Metal 1:
Cells faint in the background.
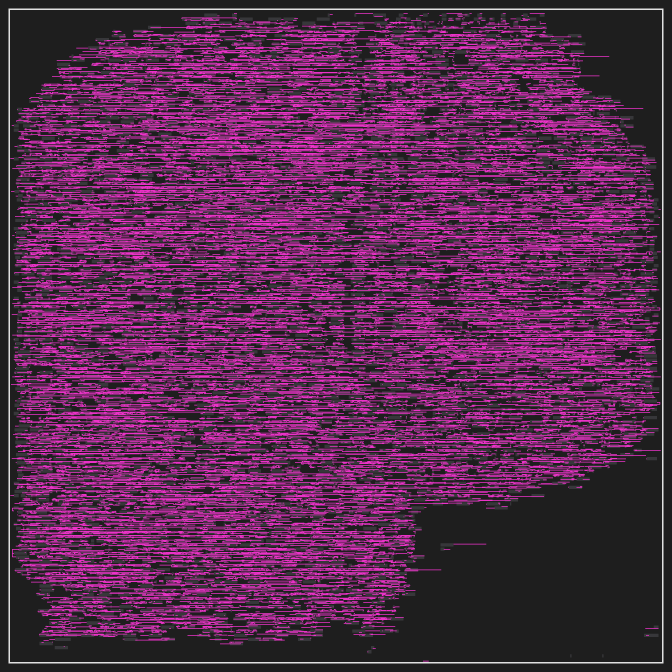
Signal wires on met2:
Scale bar: 100 um.
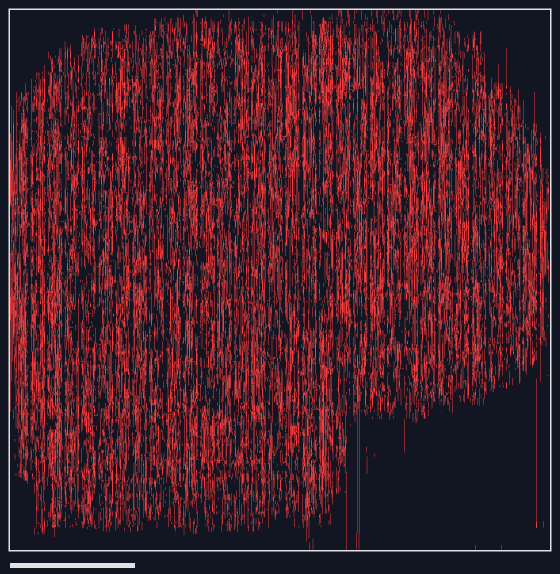
## src/rtl/icache_assoc_pkg.sv

```systemverilog
// Shared types for the set-associative instruction cache.
// Purely declarative: no logic, no latency.
// No flow control; consumed by the cache, its interface and its LRU sub-block.
package icache_assoc_pkg;

   typedef logic [31:0] word_t;

   typedef enum logic {
      IDLE = 1'b0,
      FILL = 1'b1
   } icache_state_t;

endpackage

```

## src/rtl/icache_assoc_if.sv

```systemverilog
// Fetch-side and memory-side signal bundle of the instruction cache.
// Wires only, zero latency.
// Memory stalls the cache through iwait; the datapath stalls on ihit=0.
interface icache_assoc_if;
   import icache_assoc_pkg::*;

   logic  imemREN;
   word_t imemaddr;
   logic  flush;
   logic  ihit;
   word_t imemload;
   logic  iREN;
   word_t iaddr;
   word_t iload;
   logic  iwait;

   // datapath + memory controller side
   modport master (
      output imemREN, imemaddr, flush, iload, iwait,
      input  ihit, imemload, iREN, iaddr
   );

   // cache side
   modport slave (
      input  imemREN, imemaddr, flush, iload, iwait,
      output ihit, imemload, iREN, iaddr
   );
endinterface

```

## src/rtl/icache_assoc_lru.sv

```systemverilog
// True-LRU age tracker: one age per way per set, oldest way reported as victim.
// Victim is combinational from look_set; touches and flush take effect at the next edge.
// No flow control; the touched way becomes age 0, every way no older than it ages by one.
module icache_assoc_lru #(
   parameter int SETS = 8,
   parameter int WAYS = 2
) (
   input  logic                      CLK,
   input  logic                      nRST,
   input  logic                      flush,
   input  logic                      touch,
   input  logic [$clog2(SETS)-1:0]   touch_set,
   input  logic [$clog2(WAYS)-1:0]   touch_way,
   input  logic [$clog2(SETS)-1:0]   look_set,
   output logic [$clog2(WAYS)-1:0]   victim
);
   localparam int AW = $clog2(WAYS);

   logic [AW-1:0] age_q [SETS][WAYS];

   // Age update. Ways that share the touched way's age are still-invalid ways, so
   // ageing them too keeps the valid ways' ages a strict permutation.
   always_ff @(posedge CLK or negedge nRST) begin
      if (!nRST) begin
         for (int s = 0; s < SETS; s++)
            for (int w = 0; w < WAYS; w++)
               age_q[s][w] <= '0;
      end else if (flush) begin
         for (int s = 0; s < SETS; s++)
            for (int w = 0; w < WAYS; w++)
               age_q[s][w] <= '0;
      end else if (touch) begin
         for (int w = 0; w < WAYS; w++) begin
            if (AW'(w) == touch_way)
               age_q[touch_set][w] <= '0;
            else if (age_q[touch_set][w] <= age_q[touch_set][touch_way])
               age_q[touch_set][w] <= age_q[touch_set][w] + AW'(1);
         end
      end
   end

   // Oldest way in the looked-up set.
   always_comb begin
      victim = '0;
      for (int w = 1; w < WAYS; w++)
         if (age_q[look_set][w] > age_q[look_set][victim])
            victim = AW'(w);
   end
endmodule

```

## src/rtl/icache_assoc.sv

```systemverilog
// Set-associative read-only instruction cache with true-LRU and multi-word block refill.
// Hits return data combinationally (0 cycles); a miss costs 1 + BLKWORDS*(1+wait) cycles.
// Memory stalls hold the FILL word via iwait; flush aborts any fill. Optional ICACHE_PERF_EN adds hit/miss counters.
module icache_assoc
   import icache_assoc_pkg::*;
#(
   parameter int SETS     = 8,
   parameter int WAYS     = 2,
   parameter int BLKWORDS = 2
) (
   input  logic          CLK,
   input  logic          nRST,
   icache_assoc_if.slave bus
`ifdef ICACHE_PERF_EN
   ,
   output word_t         hit_count,
   output word_t         miss_count
`endif
);
   localparam int BOFF_W = $clog2(BLKWORDS);
   localparam int IDX_W  = $clog2(SETS);
   localparam int TAG_W  = 30 - BOFF_W - IDX_W;
   localparam int CNT_W  = (BOFF_W > 0) ? BOFF_W : 1;
   localparam int WAY_W  = (WAYS > 1) ? $clog2(WAYS) : 1;

   typedef logic [TAG_W-1:0] tag_t;
   typedef logic [IDX_W-1:0] idx_t;
   typedef struct packed {
      logic                     valid;
      tag_t                     tag;
      word_t [BLKWORDS-1:0]     data;
   } frame_t;

   frame_t             frames [SETS][WAYS];
   icache_state_t      state_q, state_d;
   tag_t               tag_q, a_tag;
   idx_t               idx_q, a_idx;
   logic [CNT_W-1:0]   cnt_q, a_off;
   logic [WAY_W-1:0]   vic_q, hit_way, inv_way, lru_way, victim;
   logic               hit_any, inv_any, hit, mem_ren, start, accept, last, fill_done;
   word_t              fill_addr;
   logic               unused_byte;

   assign a_tag       = bus.imemaddr[31 -: TAG_W];
   assign a_idx       = bus.imemaddr[2+BOFF_W +: IDX_W];
   assign unused_byte = ^bus.imemaddr[1:0];

   generate
      if (BOFF_W > 0) begin : g_off
         assign a_off     = bus.imemaddr[2 +: BOFF_W];
         assign fill_addr = {tag_q, idx_q, cnt_q, 2'b00};
      end else begin : g_nooff
         assign a_off     = '0;
         assign fill_addr = {tag_q, idx_q, 2'b00};
      end
   endgenerate

   // Tag compare across the indexed set; also find the lowest invalid way for replacement.
   always_comb begin
      hit_any = 1'b0;
      hit_way = '0;
      inv_any = 1'b0;
      inv_way = '0;
      for (int w = WAYS - 1; w >= 0; w--) begin
         if (frames[a_idx][w].valid && frames[a_idx][w].tag == a_tag) begin
            hit_any = 1'b1;
            hit_way = WAY_W'(w);
         end
         if (!frames[a_idx][w].valid) begin
            inv_any = 1'b1;
            inv_way = WAY_W'(w);
         end
      end
   end

   generate
      if (WAYS > 1) begin : g_lru
         icache_assoc_lru #(.SETS(SETS), .WAYS(WAYS)) u_lru (
            .CLK       (CLK),
            .nRST      (nRST),
            .flush     (bus.flush),
            .touch     (hit | fill_done),
            .touch_set (hit ? a_idx : idx_q),
            .touch_way (hit ? hit_way : vic_q),
            .look_set  (a_idx),
            .victim    (lru_way)
         );
      end else begin : g_nolru
         assign lru_way = '0;
      end
   endgenerate

   assign victim    = inv_any ? inv_way : lru_way;
   assign last      = (cnt_q == CNT_W'(BLKWORDS - 1));
   assign start     = (state_q == IDLE) & bus.imemREN & ~hit_any & ~bus.flush;
   assign accept    = (state_q == FILL) & ~bus.iwait & ~bus.flush;
   assign fill_done = accept & last;

   // State register.
   always_ff @(posedge CLK or negedge nRST) begin
      if (!nRST) state_q <= IDLE;
      else       state_q <= state_d;
   end

   // Next state and handshake outputs; flush always wins and forces IDLE.
   always_comb begin
      state_d = state_q;
      hit     = 1'b0;
      mem_ren = 1'b0;
      case (state_q)
         IDLE: begin
            hit = bus.imemREN & ~bus.flush & hit_any;
            if (start) state_d = FILL;
         end
         FILL: begin
            mem_ren = ~bus.flush;
            if (fill_done) state_d = IDLE;
         end
         default: state_d = IDLE;
      endcase
      if (bus.flush) state_d = IDLE;
   end

   assign bus.ihit     = hit;
   assign bus.imemload = hit ? frames[a_idx][hit_way].data[a_off] : '0;
   assign bus.iREN     = mem_ren;
   assign bus.iaddr    = (state_q == FILL) ? fill_addr : '0;

   // Miss context: latched address and victim, plus the word counter of the refill.
   always_ff @(posedge CLK or negedge nRST) begin
      if (!nRST) begin
         tag_q <= '0;
         idx_q <= '0;
         vic_q <= '0;
         cnt_q <= '0;
      end else if (bus.flush) begin
         cnt_q <= '0;
      end else if (start) begin
         tag_q <= a_tag;
         idx_q <= a_idx;
         vic_q <= victim;
         cnt_q <= '0;
      end else if (accept) begin
         cnt_q <= cnt_q + CNT_W'(1);
      end
   end

   // Frame array: refill words land in the victim; tag and valid go in with the last word.
   always_ff @(posedge CLK or negedge nRST) begin
      if (!nRST) begin
         for (int s = 0; s < SETS; s++)
            for (int w = 0; w < WAYS; w++)
               frames[s][w] <= '0;
      end else if (bus.flush) begin
         for (int s = 0; s < SETS; s++)
            for (int w = 0; w < WAYS; w++)
               frames[s][w].valid <= 1'b0;
      end else if (accept) begin
         frames[idx_q][vic_q].data[cnt_q] <= bus.iload;
         if (last) begin
            frames[idx_q][vic_q].valid <= 1'b1;
            frames[idx_q][vic_q].tag   <= tag_q;
         end
      end
   end

`ifdef ICACHE_PERF_EN
   // Hit cycles and fill starts since reset or the last flush.
   always_ff @(posedge CLK or negedge nRST) begin
      if (!nRST) begin
         hit_count  <= '0;
         miss_count <= '0;
      end else if (bus.flush) begin
         hit_count  <= '0;
         miss_count <= '0;
      end else begin
         if (hit)   hit_count  <= hit_count + 32'd1;
         if (start) miss_count <= miss_count + 32'd1;
      end
   end
`endif
endmodule

```

## src/flat_wrapper.sv

```systemverilog
// flat-port wrapper written by rule: the top's interface ports become plain ports
module icache_assoc_flat import icache_assoc_pkg::*;
#(
   parameter int SETS     = 8,
   parameter int WAYS     = 2,
   parameter int BLKWORDS = 2
)
  (CLK, nRST, bus_imemREN, bus_imemaddr, bus_flush, bus_iload, bus_iwait, bus_ihit, bus_imemload, bus_iREN, bus_iaddr);
  icache_assoc_if bus_i ();
  input  logic CLK;
  input  logic nRST;
  input wire logic [$bits(bus_i.imemREN)-1:0] bus_imemREN;
  input wire logic [$bits(bus_i.imemaddr)-1:0] bus_imemaddr;
  input wire logic [$bits(bus_i.flush)-1:0] bus_flush;
  input wire logic [$bits(bus_i.iload)-1:0] bus_iload;
  input wire logic [$bits(bus_i.iwait)-1:0] bus_iwait;
  output wire logic [$bits(bus_i.ihit)-1:0] bus_ihit;
  output wire logic [$bits(bus_i.imemload)-1:0] bus_imemload;
  output wire logic [$bits(bus_i.iREN)-1:0] bus_iREN;
  output wire logic [$bits(bus_i.iaddr)-1:0] bus_iaddr;
  assign bus_i.imemREN = bus_imemREN;
  assign bus_i.imemaddr = bus_imemaddr;
  assign bus_i.flush = bus_flush;
  assign bus_i.iload = bus_iload;
  assign bus_i.iwait = bus_iwait;
  assign bus_ihit = bus_i.ihit;
  assign bus_imemload = bus_i.imemload;
  assign bus_iREN = bus_i.iREN;
  assign bus_iaddr = bus_i.iaddr;
  icache_assoc #(.SETS(SETS), .WAYS(WAYS), .BLKWORDS(BLKWORDS)) u_core (.CLK(CLK), .nRST(nRST), .bus(bus_i));
endmodule
```

## config.mk

```make
export PLATFORM = sky130hd
export DESIGN_NAME = icache_assoc_flat
export DESIGN_NICKNAME = d
export VERILOG_FILES = /design/src/rtl/icache_assoc_pkg.sv /design/src/rtl/icache_assoc_if.sv /design/src/rtl/icache_assoc_lru.sv /design/src/rtl/icache_assoc.sv /design/src/flat_wrapper.sv
export SDC_FILE = /design/constraint.sdc
export NUM_CORES = 2
export LEC_CHECK = 0
export ABC_AREA = 1
export CELL_PAD_IN_SITES_DETAIL_PLACEMENT = 1
export CELL_PAD_IN_SITES_GLOBAL_PLACEMENT = 1
export CORE_MARGIN = 1.5
export CORE_UTILIZATION = 38
export CTS_CLUSTER_SIZE = 20
export DETAILED_ROUTE_END_ITERATION = 16
export PLACE_DENSITY = 0.7
export SLEW_MARGIN = 0
export SYNTH_ARGS = -nofsm -noshare
export SYNTH_HDL_FRONTEND = slang
export SYNTH_SLANG_ARGS = --single-unit
```

## constraint.sdc

```tcl
create_clock -name CLK -period 4.4 [get_ports CLK]
set_input_delay 0.44 -clock CLK [delete_from_list [all_inputs] [get_ports CLK]]
set_output_delay 0.44 -clock CLK [all_outputs]
set_load 0.005 [all_outputs]
```

==> flow_summary.yaml <==
# generated from flow reports
final_layout:
  top_regs: "u_core.frames (1456), u_core.tag_q (26), u_core.g_lru.u_lru.age_q (16)"
  n_all_buffers: 514
  fin_util: 0.449
  clk_share: 0.0702
  non_clock_buffer_area_share: 0.0634
  seq_share: 0.458
  final_cell_mix: "2687 x nand2_1, 1647 x o21ai_0, 1503 x dfrtp_1, 520 x inv_1, 473 x nor2_1"
  nNonClkInverters: 532
placed_design:
  place_area_sq_um: 74900
  hpwl_mm: 143
  dp.cells: 11000
global_route:
  track_usage: 0.268
  overflow: 0
  busiest_layer: "met2"
  met3_usage: 0.0312
  grt_pass1_wl_mm: 391
setup_path:
  critical-path-max-stage-delay_ps: 400
  timing.critical_path.mode_cell: "nand2_1"
  cp.arrival_ps: 3910
  path_max_fanout: 7
  r2r_setup_slack_ps: 210
  path_buffers: 10
  cp-end-kind: "output pin"
yosys:
  ys_chip_area_sq_um: 69800
  synthAoiAreaFrac: 0.182
  ys_cells: 8760
  synthSimpleGateAreaFrac: 0.208
  synthXorXnorAreaFrac: 0
  top_area_cell: "dfrtp_1"
  synth.logic.top_family: "simple AND/OR/NAND/NOR gates"
  ys_seq_frac: 0.539
final_timing:
  grt_setup_unrepaired: "true"
  min_period_ps: 4350
  max_freq_mhz: 230
  hold-worst-slack_ps: 215
power_and_ir_drop:
  finalPower_mw: 33.6
  power_frac_seq: 0.451
  switchingPower_mw: 9.20
  p_comb_frac: 0.112
  swShare: 0.274
worst_hold_path:
  min_path_type: "primary input to flip-flop"
clocking:
  root_buffer: "clkbuf_16"
  tritoncts: "yes"
  h-tree-depth: 4
route:
  wl_met1_mm: 113
  drcViolationCount: 0
floorplan:
  ios: 135
  coreArea_sq_um: 183000
outcome:
  status: "complete, no violations"
Back to the opening pictures, 'metal 1':
- share of all routed wire: 46%
- main direction: horizontal
drt total wl: 248 mm
vias: 61800
met1 layer usage reported by global route: 0.365

Back to the opening pictures, 'signal wires on met2':
- main direction: vertical
- share of all routed wire: 47%
- longest straight run: 160 um
met2 Track Usage GR: 0.449

[power by group through the flow]
stage / combinational (mW) / sequential (mW) / clock, mW
global placement: 3.51 / 15.3 / 0
floorplan: 2.15 / 15.3 / 0
global route: 4.24 / 15.3 / 15.5
CTS: 3.69 / 15.2 / 15.0
detailed placement: 3.62 / 15.4 / 0
finish: 3.77 / 15.2 / 14.7
[final timing paths]
| check | start | endpoint | cells past startpoint |
|---|---|---|---|
| max | u_core.frames[75] | bus_imemload[0] | 23 |
| min | bus_imemaddr[5] | u_core.idx_q[2] | 4 |
| max reg2reg | u_core.frames[75] | u_core.g_lru.u_lru.age_q[6] | 36 |
| min reg2reg | u_core.frames[1418] | u_core.frames[1418] | 2 |
| max in group asynchronous | nRST | u_core.frames[105] | 3 |
| min in group asynchronous | nRST | u_core.frames[167] | 2 |
